Fig. 1: cell placement
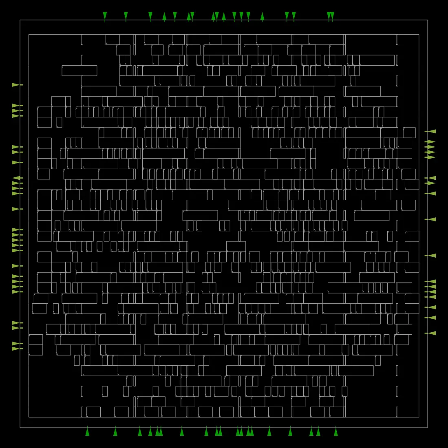
Fig. 2: metal layers overlaid
(2 px per um) Two of the layers only.
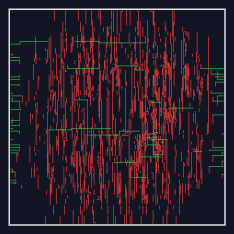
Fig. 3: wires at chosen ports, followed through buffers
(2 px per um)
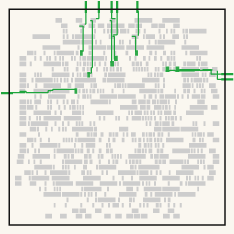
Fig. 4: metal 2
(4 px per um)
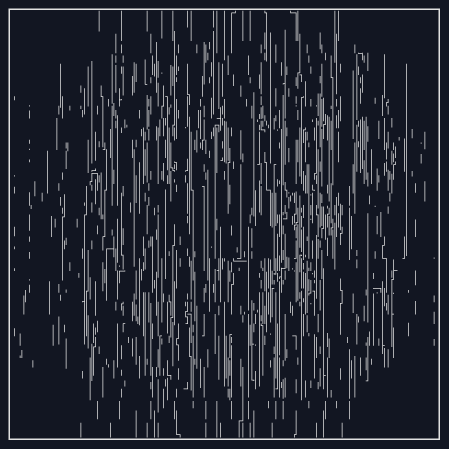
Fig. 5: pin placement
(4 px per um) Pins as bars across the die edge, other pins in gray.
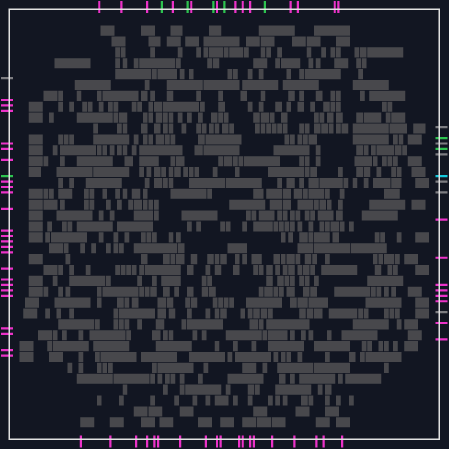
## config.mk

```make
export PLATFORM = sky130hd
export DESIGN_NAME = result_packetizer
export DESIGN_NICKNAME = d
export VERILOG_FILES = /design/src/rtl/result_packetizer_pkg.sv /design/src/rtl/result_packetizer.sv
export SDC_FILE = /design/constraint.sdc
export NUM_CORES = 1
export LEC_CHECK = 0
export ABC_AREA = 1
export CAP_MARGIN = 5
export CORE_MARGIN = 2
export CORE_UTILIZATION = 40
export DETAILED_ROUTE_END_ITERATION = 10
export MAX_ROUTING_LAYER = met4
export REMOVE_ABC_BUFFERS = 1
export SYNTH_ARGS = -nofsm -noshare
export SYNTH_HDL_FRONTEND = slang
export SYNTH_SLANG_ARGS = --single-unit
```

## constraint.sdc

```tcl
create_clock -name clk -period 3.8 [get_ports clk]
set_clock_uncertainty 0.1 [all_clocks]
set_input_delay 0.95 -clock clk [delete_from_list [all_inputs] [get_ports clk]]
set_output_delay 0.95 -clock clk [all_outputs]
set_load 0.02 [all_outputs]
```

## src/rtl/result_packetizer_pkg.sv

```systemverilog
// -----------------------------------------------------------------------------
// result_packetizer_pkg
// Shared definitions for the result packetizer and anything that decodes its
// frames: the frame sync byte, the status codes and the FSM state encoding.
// -----------------------------------------------------------------------------
package result_packetizer_pkg;

    // First byte of every frame, lets the host resynchronise on a byte stream
    localparam logic [7:0] SYNC_BYTE        = 8'hA5;

    // Status byte values
    localparam logic [7:0] STATUS_FOUND     = 8'h01;
    localparam logic [7:0] STATUS_NOT_FOUND = 8'h00;

    // IDLE    : waiting for start
    // ISSUE   : current byte on uart_data, waiting for the transmitter to be idle
    // WAIT_LO : send strobe given, waiting for the transmitter to take it
    // WAIT_HI : character in flight, waiting for the transmitter to finish
    typedef enum logic [1:0] {
        IDLE    = 2'd0,
        ISSUE   = 2'd1,
        WAIT_LO = 2'd2,
        WAIT_HI = 2'd3
    } state_e;

endpackage

```

## src/rtl/result_packetizer.sv

```systemverilog
// -----------------------------------------------------------------------------
// result_packetizer
// Turns one search result into a byte frame for a UART transmitter:
//   SYNC_BYTE, STATUS, PAYLOAD_BYTES payload bytes (MSB first), CHECKSUM
// where CHECKSUM is the XOR of STATUS and every payload byte.
//
// Ports
//   clk        : clock, all state changes on the rising edge
//   rst        : asynchronous active-high reset
//   start      : one-cycle frame request, honoured only when idle
//   found      : result status, latched with start
//   payload    : result data, latched with start, byte 0 in the top 8 bits
//   busy       : high while a frame is being sent
//   done       : one-cycle pulse once the last byte has been sent
//   uart_data  : byte presented to the transmitter
//   uart_send  : one-cycle send strobe to the transmitter
//   uart_ready : transmitter idle flag
// -----------------------------------------------------------------------------
module result_packetizer #(
    parameter int unsigned PAYLOAD_BYTES = 8,
    parameter logic [7:0]  SYNC_BYTE     = result_packetizer_pkg::SYNC_BYTE
) (
    input  logic                         clk,
    input  logic                         rst,
    input  logic                         start,
    input  logic                         found,
    input  logic [8*PAYLOAD_BYTES-1:0]   payload,
    output logic                         busy,
    output logic                         done,
    output logic [7:0]                   uart_data,
    output logic                         uart_send,
    input  logic                         uart_ready
);

    import result_packetizer_pkg::*;

    localparam int unsigned FRAME_BYTES = PAYLOAD_BYTES + 3;
    localparam int unsigned IDX_W       = $clog2(FRAME_BYTES);

    localparam logic [IDX_W-1:0] SYNC_IDX   = '0;
    localparam logic [IDX_W-1:0] STATUS_IDX = IDX_W'(1);
    localparam logic [IDX_W-1:0] LAST_IDX   = IDX_W'(FRAME_BYTES - 1);

    state_e                       state_q, state_d;
    logic [IDX_W-1:0]             idx_q, idx_d;
    logic [7:0]                   csum_q, csum_d;
    logic [7:0]                   status_q, status_d;
    logic [8*PAYLOAD_BYTES-1:0]   payload_q, payload_d;
    logic                         done_q, done_d;
    logic [7:0]                   cur_byte;
    logic                         accept;

    // A start that lands on the done cycle is dropped: the frame has only
    // just finished and the block is not yet considered idle.
    assign accept = (state_q == IDLE) && start && !done_q;

    // State register
    always_ff @(posedge clk or posedge rst) begin
        if (rst) begin
            state_q <= IDLE;
        end else begin
            state_q <= state_d;
        end
    end

    // Next-state logic
    always_comb begin
        state_d = state_q;
        case (state_q)
            IDLE:    if (accept)      state_d = ISSUE;
            ISSUE:   if (uart_ready)  state_d = WAIT_LO;
            WAIT_LO: if (!uart_ready) state_d = WAIT_HI;
            WAIT_HI: if (uart_ready)  state_d = (idx_q == LAST_IDX) ? IDLE : ISSUE;
            default:                  state_d = IDLE;
        endcase
    end

    // Outputs; uart_send only ever comes from ISSUE with the transmitter idle,
    // and ISSUE always leaves on that cycle, so strobes cannot run together.
    always_comb begin
        busy      = (state_q != IDLE);
        uart_send = (state_q == ISSUE) && uart_ready;
        uart_data = (state_q == IDLE) ? 8'h00 : cur_byte;
        done      = done_q;
    end

    // Frame byte selected by the index; the last slot is the running checksum,
    // which is complete by the time the index reaches it.
    always_comb begin
        cur_byte = csum_q;
        if (idx_q == SYNC_IDX) begin
            cur_byte = SYNC_BYTE;
        end else if (idx_q == STATUS_IDX) begin
            cur_byte = status_q;
        end else begin
            for (int k = 0; k < int'(PAYLOAD_BYTES); k++) begin
                if (idx_q == IDX_W'(k + 2)) begin
                    cur_byte = payload_q[8*(int'(PAYLOAD_BYTES)-1-k) +: 8];
                end
            end
        end
    end

    // Datapath next-state: latch inputs on accept, fold each status/payload
    // byte into the checksum as it is sent, step the index once the
    // transmitter has finished the character.
    always_comb begin
        idx_d     = idx_q;
        csum_d    = csum_q;
        status_d  = status_q;
        payload_d = payload_q;
        done_d    = 1'b0;

        if (accept) begin
            payload_d = payload;
            status_d  = found ? STATUS_FOUND : STATUS_NOT_FOUND;
            idx_d     = '0;
            csum_d    = 8'h00;
        end

        if (uart_send && (idx_q != SYNC_IDX) && (idx_q != LAST_IDX)) begin
            csum_d = csum_q ^ cur_byte;
        end

        if ((state_q == WAIT_HI) && uart_ready) begin
            if (idx_q == LAST_IDX) begin
                done_d = 1'b1;
                idx_d  = '0;
            end else begin
                idx_d  = idx_q + IDX_W'(1);
            end
        end
    end

    // Datapath registers
    always_ff @(posedge clk or posedge rst) begin
        if (rst) begin
            idx_q     <= '0;
            csum_q    <= 8'h00;
            status_q  <= 8'h00;
            payload_q <= '0;
            done_q    <= 1'b0;
        end else begin
            idx_q     <= idx_d;
            csum_q    <= csum_d;
            status_q  <= status_d;
            payload_q <= payload_d;
            done_q    <= done_d;
        end
    end

endmodule

```

==> run_summary.xml <==
<?xml version="1.0" encoding="UTF-8"?>
<metrics>
  <group name="global_routing">
    <metric name="antenna_found_initial" unit="">0</metric>
    <metric name="grt_pass1_wl" unit="um">17580</metric>
    <metric name="use_met3" unit="%">4.012</metric>
    <metric name="grt_max_degree" unit="">60</metric>
    <metric name="remaining_overflow_grt" unit="">0</metric>
  </group>
  <group name="outcome">
    <metric name="status" unit="">complete, no violations</metric>
  </group>
  <group name="synthesis">
    <metric name="top_cell_area_share" unit="%">47.03</metric>
    <metric name="syn_inst" unit="">608</metric>
    <metric name="yosys-mux-area-fraction" unit="%">0</metric>
    <metric name="yosysWarnings" unit="">0</metric>
    <metric name="edf_count" unit="">0</metric>
    <metric name="yosys_stat_chip_area" unit="mm^2">0.004257</metric>
    <metric name="ys_types" unit="">25</metric>
  </group>
  <group name="finish">
    <metric name="drive_above_1_share" unit="%">7.143</metric>
    <metric name="n_multi_input_combinational_cell" unit="">452</metric>
    <metric name="diodes" unit="">0</metric>
    <metric name="num_sequential" unit="">80</metric>
    <metric name="fin_area" unit="mm^2">0.005415</metric>
    <metric name="combAreaFraction" unit="%">36.44</metric>
    <metric name="layout_top_cells_excl_fill_tap" unit="">nand2_1, dfrtp_1, clkdlybuf4s50_1, inv_1, nand3_1</metric>
    <metric name="nonClockInverterCount" unit="">54</metric>
  </group>
  <group name="clock_tree">
    <metric name="clk-insertion-delay-late" unit="ns">0.35</metric>
    <metric name="ctsResizeCount" unit="">7</metric>
    <metric name="cts_root_buffer" unit="">clkbuf_8</metric>
    <metric name="tritoncts_num_sinks" unit="">80</metric>
    <metric name="cts-htree-levels" unit="">3</metric>
  </group>
  <group name="hold_path">
    <metric name="holdPathEnd" unit="">payload_q[6]</metric>
  </group>
  <group name="critical_path">
    <metric name="path_common_cell" unit="">nand2_1</metric>
    <metric name="start_kind" unit="">register</metric>
    <metric name="cp_cell_sequence" unit="">nor2_2 -&gt; nand2_1 -&gt; buf_4 -&gt; or2_0 -&gt; nand3_1 -&gt; nand2_1 -&gt; nand2_1 -&gt; nand2_1 -&gt; nand2_1 -&gt; nor2_1 -&gt; clkdlybuf4s50_1</metric>
    <metric name="reg2reg_depth" unit="">9</metric>
    <metric name="cpLargestDelayFamily" unit="">simple AND/OR/NAND/NOR gates</metric>
    <metric name="worst-setup-path-type" unit="">reg2out</metric>
    <metric name="rr_startpoint" unit="">state_q[0]</metric>
    <metric name="crit_end" unit="">uart_data[6]</metric>
  </group>
  <group name="flow_run">
    <metric name="drv_cap" unit="">0</metric>
    <metric name="warnings" unit="">29</metric>
  </group>
  <group name="timing">
    <metric name="grt_setup_unrepaired" unit="">true</metric>
    <metric name="finalCritPeriodShare" unit="%">96.26</metric>
    <metric name="fin_setup_tns" unit="ns">0</metric>
  </group>
  <group name="floorplanning">
    <metric name="initCoreUtil" unit="%">41.23</metric>
  </group>
  <group name="placement">
    <metric name="finalWeightedCongestion" unit="">0.9098</metric>
  </group>
</metrics>
-- Fig. 1 (at the start) --
Non-Filler Instances: 822
Site Rows: 37
Fill cells: 1063

-- Fig. 2 (at the start) --
| color | layer | wire length |
|---|---|---|
| red | M2 | 4660 um |
| green | M3 | 394 um |
overall via count from detail_route: 3863
average wire per cell in the routed design: 12.49 um
gr usage total: 19.90%

-- Fig. 3 (at the start) --
| color | port | bits | direction | edge | end cells | buffers | wire |
|---|---|---|---|---|---|---|---|
| green | uart_data | 8 | output | 5 top, 2 right, 1 left | 8 | 8 | 229 um |
I/O pins: 80
number of buffers inserted by port buffering: 79

-- Fig. 4 (at the start) --
share of all routed wire: 45%
nets with wire on the layer: 552
longest straight run: 47.9 um
wire length on this layer: 4660 um
main direction: vertical
met2 layer usage reported by global route: 30.42%
total routed wirelength: 10270 um

-- Fig. 5 (at the start) --
| color | port | pins | direction | edge |
|---|---|---|---|---|
| cyan | start | 1 | input | right |
| magenta | payload | 64 | input | 24 left, 19 bottom, 13 top, 8 right |
| green | uart_data | 8 | output | 5 top, 2 right, 1 left |
all pins by edge: 26 left, 19 bottom, 18 top, 17 right
height of the die: 107.2 um
Die X: 107.2 um

[report_power, final]
group	total [W]	internal, W	switching, W
registers	0.00141	0.00121	0.000201
logic	0.00124	0.000446	0.000796
clock network	0.000747	0.000434	0.000312
[state kept, by name (all words and copies together) (netlist names)]
signal     count
csum_q         8
state_q        2
done           1
status_q       1
idx_q          4
payload_q     64
[metal layers]
| layer | wire [um] | share of wire (%) |
|---|---|---|
| met3 | 393 | 3.8 |
| met2 | 4663 | 45 |
| met5 | 0 | 0 |
| met1 | 4944 | 48 |
| met4 | 267 | 2.6 |
